==> config.mk <==
export PLATFORM = sky130hd
export DESIGN_NAME = mux_src_arbiter_flat
export DESIGN_NICKNAME = d
export VERILOG_FILES = /design/src/rtl/mux_src_arbiter_if.sv /design/src/rtl/mux_src_arbiter.sv /design/src/flat_wrapper.sv
export SDC_FILE = /design/constraint.sdc
export NUM_CORES = 1
export LEC_CHECK = 0
export ABC_AREA = 1
export CORE_ASPECT_RATIO = 0.9
export CORE_UTILIZATION = 37
export CTS_CLUSTER_SIZE = 10
export DETAILED_ROUTE_END_ITERATION = 10
export MAX_ROUTING_LAYER = met4
export PLACE_DENSITY = 0.67
export RECOVER_POWER = 50
export SLEW_MARGIN = 20
export SYNTH_ARGS = -nofsm -noshare
export SYNTH_HDL_FRONTEND = slang
export SYNTH_SLANG_ARGS = --single-unit
==> constraint.sdc <==
create_clock -name clk -period 1.85 [get_ports clk]
set_input_delay 0.37 -clock clk [delete_from_list [all_inputs] [get_ports clk]]
set_output_delay 0.37 -clock clk [all_outputs]
set_load 0.05 [all_outputs]
==> src/rtl/mux_src_arbiter_if.sv <==
// Handshake bundle between the two sources, the arbiter and the downstream
// 2:1 mux. The arbiter connects through the slave modport; the environment
// (sources plus downstream sink) connects through the master modport.
interface mux_src_arbiter_if #(
  parameter int WIDTH = 1
);
  logic             a_valid;
  logic [WIDTH-1:0] a_data;
  logic             a_ready;
  logic             b_valid;
  logic [WIDTH-1:0] b_data;
  logic             b_ready;
  logic [WIDTH-1:0] mux_a;
  logic [WIDTH-1:0] mux_b;
  logic             sel;
  logic             out_valid;
  logic             out_ready;

  modport master (
    output a_valid, a_data, b_valid, b_data, out_ready,
    input  a_ready, b_ready, mux_a, mux_b, sel, out_valid
  );

  modport slave (
    input  a_valid, a_data, b_valid, b_data, out_ready,
    output a_ready, b_ready, mux_a, mux_b, sel, out_valid
  );
endinterface

==> src/rtl/mux_src_arbiter.sv <==
// Round-robin arbiter with bounded bursts between source channels A and B.
// The winning beat lands in a one-entry output register whose fields feed the
// downstream 2:1 mux directly (mux_a -> a, mux_b -> b, sel -> s).
module mux_src_arbiter #(
  parameter int WIDTH     = 1,
  parameter int BURST_MAX = 4
) (
  input  logic                clk,
  input  logic                rst,
  mux_src_arbiter_if.slave    bus
);

  localparam int CW = $clog2(BURST_MAX + 1);
  localparam logic [CW-1:0] BURST_LIM = CW'(BURST_MAX);

  typedef enum logic [1:0] {
    IDLE    = 2'd0,
    GRANT_A = 2'd1,
    GRANT_B = 2'd2
  } state_t;

  state_t           state;
  state_t           state_nxt;
  logic [CW-1:0]    burst_cnt;
  logic             last_grant_a;   // 1: A was granted most recently, 0: B
  logic             grant_entry;
  logic             load_en;
  logic             accept_a;
  logic             accept_b;

  logic             out_valid_q;
  logic             sel_q;
  logic [WIDTH-1:0] mux_a_q;
  logic [WIDTH-1:0] mux_b_q;

  // The output register may take a new beat when empty or draining this cycle.
  // Readies stop at BURST_LIM, which both saturates burst_cnt and forces the
  // one-cycle arbitration bubble at the end of a full burst.
  assign load_en     = !out_valid_q || bus.out_ready;
  assign bus.a_ready = (state == GRANT_A) && (burst_cnt < BURST_LIM) && load_en;
  assign bus.b_ready = (state == GRANT_B) && (burst_cnt < BURST_LIM) && load_en;
  assign accept_a    = bus.a_valid && bus.a_ready;
  assign accept_b    = bus.b_valid && bus.b_ready;

  assign bus.out_valid = out_valid_q;
  assign bus.sel       = sel_q;
  assign bus.mux_a     = mux_a_q;
  assign bus.mux_b     = mux_b_q;

  // Next-state arbitration: fresh grants alternate on ties, a grant ends on a
  // full burst or when its source withdraws, and then passes to the other
  // channel if it is waiting.
  always_comb begin
    // NOTE: every signal assigned here gets a default first so no path leaves
    // it unassigned, which would otherwise infer a latch.
    state_nxt = state;
    unique case (state)
      IDLE: begin
        if (bus.a_valid && (!bus.b_valid || !last_grant_a))
          state_nxt = GRANT_A;
        else if (bus.b_valid)
          state_nxt = GRANT_B;
      end
      GRANT_A: begin
        if ((burst_cnt == BURST_LIM) || !bus.a_valid)
          state_nxt = bus.b_valid ? GRANT_B : IDLE;
      end
      GRANT_B: begin
        if ((burst_cnt == BURST_LIM) || !bus.b_valid)
          state_nxt = bus.a_valid ? GRANT_A : IDLE;
      end
      default: state_nxt = IDLE;
    endcase
  end

  // Any move into a grant state (from IDLE or from the other grant) opens a
  // new burst; staying in the same grant never does.
  assign grant_entry = (state_nxt != state) && (state_nxt != IDLE);

  // Arbitration state: FSM, beats taken in the current burst, tie-break memory.
  always_ff @(posedge clk or posedge rst) begin
    if (rst) begin
      state        <= IDLE;
      burst_cnt    <= '0;
      last_grant_a <= 1'b0;
    end else begin
      // NOTE: registered state uses non-blocking assignments so every flop
      // samples the pre-edge values of the others, independent of order.
      state <= state_nxt;
      if (grant_entry) begin
        burst_cnt    <= '0;
        last_grant_a <= (state_nxt == GRANT_A);
      end else if (accept_a || accept_b) begin
        burst_cnt <= burst_cnt + CW'(1);
      end
    end
  end

  // One-entry output register: an accept overwrites the matching payload and
  // the select, a drain without an accept only clears the valid flag.
  always_ff @(posedge clk or posedge rst) begin
    if (rst) begin
      // NOTE: the payload registers are reset too because they drive the mux
      // inputs directly and must read zero after reset.
      out_valid_q <= 1'b0;
      sel_q       <= 1'b0;
      mux_a_q     <= '0;
      mux_b_q     <= '0;
    end else if (accept_a) begin
      mux_a_q     <= bus.a_data;
      sel_q       <= 1'b1;
      out_valid_q <= 1'b1;
    end else if (accept_b) begin
      mux_b_q     <= bus.b_data;
      sel_q       <= 1'b0;
      out_valid_q <= 1'b1;
    end else if (out_valid_q && bus.out_ready) begin
      out_valid_q <= 1'b0;
    end
  end

endmodule

==> src/flat_wrapper.sv <==
// flat-port wrapper written by rule: the top's interface ports become plain ports
module mux_src_arbiter_flat 
#(
  parameter int WIDTH     = 1,
  parameter int BURST_MAX = 4
)
  (clk, rst, bus_a_valid, bus_a_data, bus_b_valid, bus_b_data, bus_out_ready, bus_a_ready, bus_b_ready, bus_mux_a, bus_mux_b, bus_sel, bus_out_valid);
  mux_src_arbiter_if #(.WIDTH(WIDTH)) bus_i ();
  input  logic clk;
  input  logic rst;
  input wire logic [$bits(bus_i.a_valid)-1:0] bus_a_valid;
  input wire logic [$bits(bus_i.a_data)-1:0] bus_a_data;
  input wire logic [$bits(bus_i.b_valid)-1:0] bus_b_valid;
  input wire logic [$bits(bus_i.b_data)-1:0] bus_b_data;
  input wire logic [$bits(bus_i.out_ready)-1:0] bus_out_ready;
  output wire logic [$bits(bus_i.a_ready)-1:0] bus_a_ready;
  output wire logic [$bits(bus_i.b_ready)-1:0] bus_b_ready;
  output wire logic [$bits(bus_i.mux_a)-1:0] bus_mux_a;
  output wire logic [$bits(bus_i.mux_b)-1:0] bus_mux_b;
  output wire logic [$bits(bus_i.sel)-1:0] bus_sel;
  output wire logic [$bits(bus_i.out_valid)-1:0] bus_out_valid;
  assign bus_i.a_valid = bus_a_valid;
  assign bus_i.a_data = bus_a_data;
  assign bus_i.b_valid = bus_b_valid;
  assign bus_i.b_data = bus_b_data;
  assign bus_i.out_ready = bus_out_ready;
  assign bus_a_ready = bus_i.a_ready;
  assign bus_b_ready = bus_i.b_ready;
  assign bus_mux_a = bus_i.mux_a;
  assign bus_mux_b = bus_i.mux_b;
  assign bus_sel = bus_i.sel;
  assign bus_out_valid = bus_i.out_valid;
  mux_src_arbiter #(.WIDTH(WIDTH), .BURST_MAX(BURST_MAX)) u_core (.clk(clk), .rst(rst), .bus(bus_i));
endmodule
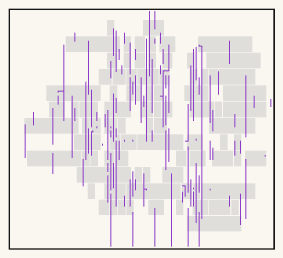
Figure 1: run 1, signal wires on met2.
Scale: 6 px per um. Cells faint in the background.
The longest straight run is 28.7 um. The wires run mostly vertical. The layer carries 493 um of wire.
routed vias: 499
met2 layer usage reported by global route: 0.2351
total length of routed wires: 1.049 mm

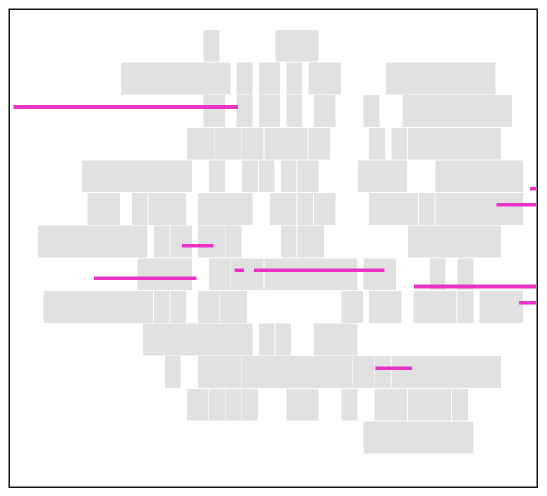
Figure 2: run 1, metal 3.
Scale: 12 px per um. Cells faint in the background.
The layer holds 5.4% of the routed length. The wires run mostly horizontal. The longest straight run is 18.4 um. 8 nets have wire on it.
routing usage on met3: 0.07373

==> metrics.sh, run 1 <==
RUN_STATUS='completed'
GRT_SETUP_UNREPAIRED='false'
IO_BUF_COUNT=12
FINAL.PERIOD_UTILIZATION=0.9604
SYNTH.LARGEST_AREA_CELL='sky130_fd_sc_hd__dfrtp_1'
OVERFLOW=0
INTPOWER_mW=0.6673
ANTENNA_FOUND_INITIAL=0
CTS.REPAIR_TIMING.SETUP_BUFFER_COUNT=0
CELLPOWERDENSITY_nW_PER_UM2=1665
WORST_SKEW_PAIR.LATE_LATENCY_NS=0.26
GRT_FIRST_PASS_WIRELENGTH_MM=1.628
GP_CONGESTION=0.7986
CRITICALPATHCATEGORY='flop to output pin'
CTSLONGESTPATHBUFFERS=2
FMAXACHIEVABLE_MHz=562.8
CP_BUFS_INVS=1
PATH_MAX_FANOUT=2
CTS.REPORTEDPATHS.CLKPINSLEW_NS=0.06
TOP_POWER_GROUP='combinational cells'
CTS-RESIZED-GATES=0
SYN-NUM-NETS=78
VIAS_IN_THE_FIRST_GLOBAL_ROUTE=400
PWR.GROUP.SEQUENTIAL_mW=0.395
SLEW_VIOL_FINAL=0
SWITCHINGPOWER_mW=0.6303
WORSTSETUPENDPOINTTYPE='output pin'
DETAIL_ROUTE.ITER0.VIOLATIONS=8
CLOCKROOTBUFFER='sky130_fd_sc_hd__clkbuf_4'
SLOWEST_DELAY_NS=0.80
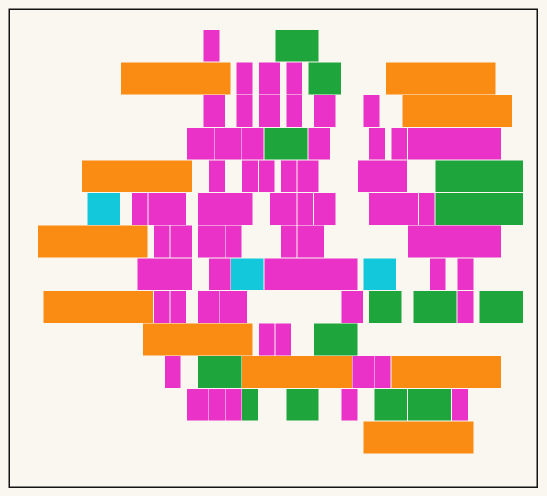
Figure 3: run 1, placed cells, one color a class.
Scale: 12 px per um.
Key: green = remaining buffers and delay cells [cells 14]; magenta = combinational and other logic [cells 59]; orange = sequential cells [cells 10]; cyan = clock drivers [cells 3]
Core Util, Final: 0.5325
Core Region: 1464 um^2
row cnt: 13
Design Area, Final: 779.5 um^2

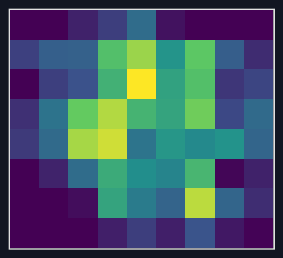
Figure 4: run 1, routed metal per tile.
Scale: 6 px per um. 9 x 8 tiles, from dark purple (low) to yellow (high), scaled to the fullest tile. Values are wire area over tile area, all layers added.
19% of the tiles are nearly empty. The fullest tile reaches 0.29. 29% of the tiles are over half the peak. The mean over all tiles is 0.096. The emptiest ninth of the die: bottom left.
Routed wire per std cell: 10.39 um
GRT Util Overall: 0.1440

[run 1: cell usage after synthesis]
library cell and n:
sky130_fd_sc_hd__nand2_2 3, sky130_fd_sc_hd__inv_1 9, sky130_fd_sc_hd__ha_1 2, sky130_fd_sc_hd__nor2_2 1
sky130_fd_sc_hd__a31oi_1 1, sky130_fd_sc_hd__nand3_1 7, sky130_fd_sc_hd__nor2_1 5, sky130_fd_sc_hd__nand4_4 2
sky130_fd_sc_hd__inv_2 2, sky130_fd_sc_hd__dfrtp_1 10, sky130_fd_sc_hd__o21ai_0 3, sky130_fd_sc_hd__nand2_1 15
sky130_fd_sc_hd__nor4_1 2, sky130_fd_sc_hd__a21oi_1 3, sky130_fd_sc_hd__nor2_4 2, sky130_fd_sc_hd__nor2b_2 1
sky130_fd_sc_hd__nand3_2 1
[run 1: kinds of logic (layout without fill, tap and decap cells)]
| family | count (synthesis) | after routing | synth area share |
|---|---|---|---|
| flops | 10 | 10 | 0.4283 |
| buf+inv | 11 | 28 | 0.07066 |
| compound gates | 7 | 7 | 0.06209 |
| fa+ha+maj | 2 | 2 | 0.04282 |
| simple gates | 39 | 39 | 0.3961 |
[run 1: layout make-up]
class,instances,area [um^2]
sequential,10,250.2
multi-input combinational,48,302.8
tap,15,18.77
clock buffer,3,22.52
timing repair buffer,14,143.9
inverter,11,41.29
fill,141,684.4
[run 1: layout by cell type (no fill, tap or decap), drive strengths merged]
cell,instances
nand2,18
inv,11
dfrtp,10
nand3,8
nor2,8
clkdlybuf4s50,6
buf,6
clkbuf,4
a21oi,3
o21ai,3
nor4,2
ha,2
nand4,2
nor2b,1
a31oi,1
dlygate4sd3,1
[run 1: flip-flops by register name (all words and copies together), names as in the netlist]
| signal | flops |
|---|---|
| u_core.bus.out_valid | 1 |
| u_core.burst_cnt | 3 |
| u_core.bus.mux_b | 1 |
| u_core.last_grant_a | 1 |
| u_core.bus.sel | 1 |
| u_core.state | 2 |
| u_core.bus.mux_a | 1 |
[run 1: path summary, 6_finish.rpt]
path                                                    end  cells after the start                             start  slack, ns
max                                           bus_out_valid                      1  u_core.bus.out_valid$_DFFE_PP0P_       0.07
min                              u_core.bus.sel$_DFFE_PP0P_                      2        u_core.bus.sel$_DFFE_PP0P_       0.47
max reg2reg                 u_core.burst_cnt[1]$_DFFE_PP0P_                      6         u_core.state[0]$_DFF_PP0_       0.40
min reg2reg                      u_core.bus.sel$_DFFE_PP0P_                      2        u_core.bus.sel$_DFFE_PP0P_       0.47
max in group asynchronous   u_core.last_grant_a$_DFFE_PP0P_                      2                               rst       1.05
min in group asynchronous  u_core.bus.out_valid$_DFFE_PP0P_                      2                               rst       0.52
[run 1: layer usage]
metal / GRT usage / vias up / wire length, um
li1: - / 259 / -
met1: 0.1464 / 225 / 486
met2: 0.2351 / 13 / 492
met3: 0.07373 / 2 / 56
met4: 0.06818 / 0 / 13
met5: - / - / 0
==> run 2, diff against run 1 <==
--- a/config.mk
+++ b/config.mk
@@ -6,12 +6,15 @@
 export NUM_CORES = 1
 export LEC_CHECK = 0
 export ABC_AREA = 1
+export ABC_CLOCK_PERIOD_IN_PS = 1850
+export CELL_PAD_IN_SITES_DETAIL_PLACEMENT = 2
+export CELL_PAD_IN_SITES_GLOBAL_PLACEMENT = 2
 export CORE_ASPECT_RATIO = 0.9
-export CORE_UTILIZATION = 37
+export CORE_UTILIZATION = 29
 export CTS_CLUSTER_SIZE = 10
 export DETAILED_ROUTE_END_ITERATION = 10
 export MAX_ROUTING_LAYER = met4
-export PLACE_DENSITY = 0.67
+export PLACE_DENSITY = 0.83
 export RECOVER_POWER = 50
 export SLEW_MARGIN = 20
 export SYNTH_ARGS = -nofsm -noshare
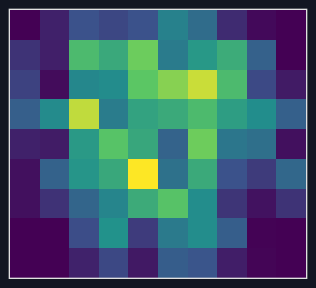
Figure 5: run 2, routed metal per tile.
Scale: 6 px per um. 10 x 9 tiles, from dark purple (low) to yellow (high), scaled to the fullest tile. Values are wire area over tile area, all layers added.
The densest ninth of the die: middle. 12% of the tiles are nearly empty. 28% of the tiles are over half the peak. The mean over all tiles is 0.10.
GRT Util Overall: 0.1554
total length of routed wires: 1.482 mm

==> run 2 against run 1 <==
Clock power up 6%. Non-clock buffer count is the same. Synthesized area is the same. Core utilization fell by 13 points. Sequential share of layout area is the same. Fmax is 1.9% lower. Hold slack improved by 0.015 ns. First-iteration DRC count shrank 63%. Synthesized cell count unchanged. Total power is 1.2% higher. Critical path type is now input port to output pin. Critical endpoint is now bus_a_ready. Largest cell class unchanged. Highest routed layer unchanged.
==> metrics.sh, run 2 <==
SLEW_VIOL_FINAL=0  # unchanged
GRT.BUSIEST_LAYER='met2'
RUN_STATUS='completed'
SYN-NUM-NETS=78  # unchanged
CRITICALPATHCATEGORY='input port to output pin'
ROUTEDWLPERCELL_UM=13.35  # +29%
WORST_SKEW_PAIR.LATE_LATENCY_NS=0.27  # about the same
FMAXACHIEVABLE_MHz=551.9  # -1.9%
GRT_SETUP_UNREPAIRED='true'
FINAL.PERIOD_UTILIZATION=0.9794  # +0.01900
VIAS_IN_THE_FIRST_GLOBAL_ROUTE=562  # +41%
LARGEST_REGISTER_FFS=3  # unchanged
USE_MET3=0.02062  # -0.05311
OVERFLOW=0  # unchanged
FILLERS=233  # +65%
CTS.REPORTEDPATHS.CLKPINSLEW_NS=0.07  # about the same
WORSTSETUPENDPOINTTYPE='output pin'
WORST-PATH-STAGES=6  # +5
REGMOSTFLOPS='u_core.burst_cnt'
IO_BUF_COUNT=12  # unchanged
COMMON_CELLS='sky130_fd_sc_hd__nand2_1, sky130_fd_sc_hd__dfrtp_1, sky130_fd_sc_hd__inv_1'
-- run 2: cell counts after synthesis --
No cell type changed its count.
-- run 2: worst reg2reg max path: stages (launching register included) --
cell and delay [ns]:
sky130_fd_sc_hd__dfrtp_1 0.46, sky130_fd_sc_hd__inv_2 0.10, sky130_fd_sc_hd__nor2_4 0.11, sky130_fd_sc_hd__nand4_1 0.28
sky130_fd_sc_hd__nand3_1 0.20, sky130_fd_sc_hd__nand2_1 0.07, sky130_fd_sc_hd__nor2b_2 0.15
-- run 2: layout make-up --
class                           count  area [um^2]  area share
Multi-Input combinational cell     48        290.3      0.3724
Inverter                           11        41.29     0.05297
Timing Repair Buffer               14        143.9      0.1846
Sequential cell                    10        250.2      0.3210
Clock buffer                        3        22.52     0.02889
Tap cell                           25        31.28     0.04013
-- run 2: cell families (layout without fill, tap and decap cells) --
logic type / Yosys count / in the layout / synth area share
flops: 10 / 10 / 0.4283
buf+inv: 11 / 28 / 0.07066
compound gates: 7 / 7 / 0.06209
fa+ha+maj: 2 / 2 / 0.04282
simple gates: 39 / 39 / 0.3961
-- run 2: layer usage --
| layer | share of wire | vias to the layer above | wire (um) |
|---|---|---|---|
| li1 | - | 262 | - |
| met1 | 0.44 | 260 | 659 |
| met2 | 0.52 | 7 | 774 |
| met3 | 0.018 | 4 | 27 |
| met4 | 0.014 | 0 | 21 |
| met5 | 0 | - | 0 |
-- run 2: power groups by stage --
stage	logic [mW]	clock network [mW]	registers, mW
6_report	0.769	0.154	0.389
3_5_place_dp	0.793	0	0.396
5_1_grt	0.828	0.165	0.399
2_1_floorplan	0.396	0	0.520
3_3_place_gp	0.769	0	0.388
4_1_cts	0.801	0.163	0.391
-- run 2: per-stage QoR --
stage / setup TNS (ns) / hold slack [ns] / std cells
floorplan: -0.5989 / 0.2102 / 69
global placement: 0 / 0.4631 / 108
detailed placement: 0 / 0.4801 / 108
CTS: 0 / 0.3973 / 111
global route: -0.08202 / 0.5125 / 111
finish: 0 / 0.4895 / 111
-- run 2: how the worst max path moves through the flow --
stage	endpoint	from
floorplan	bus_a_ready	u_core.bus.out_valid$_DFFE_PP0P_
global placement	bus_a_ready	bus_out_ready
detailed placement	bus_b_ready	bus_out_ready
CTS	bus_b_ready	bus_out_ready
global route	bus_b_ready	bus_out_ready
finish	bus_a_ready	bus_out_ready
No activity file was given, so power comes from the tool's default toggle rates.
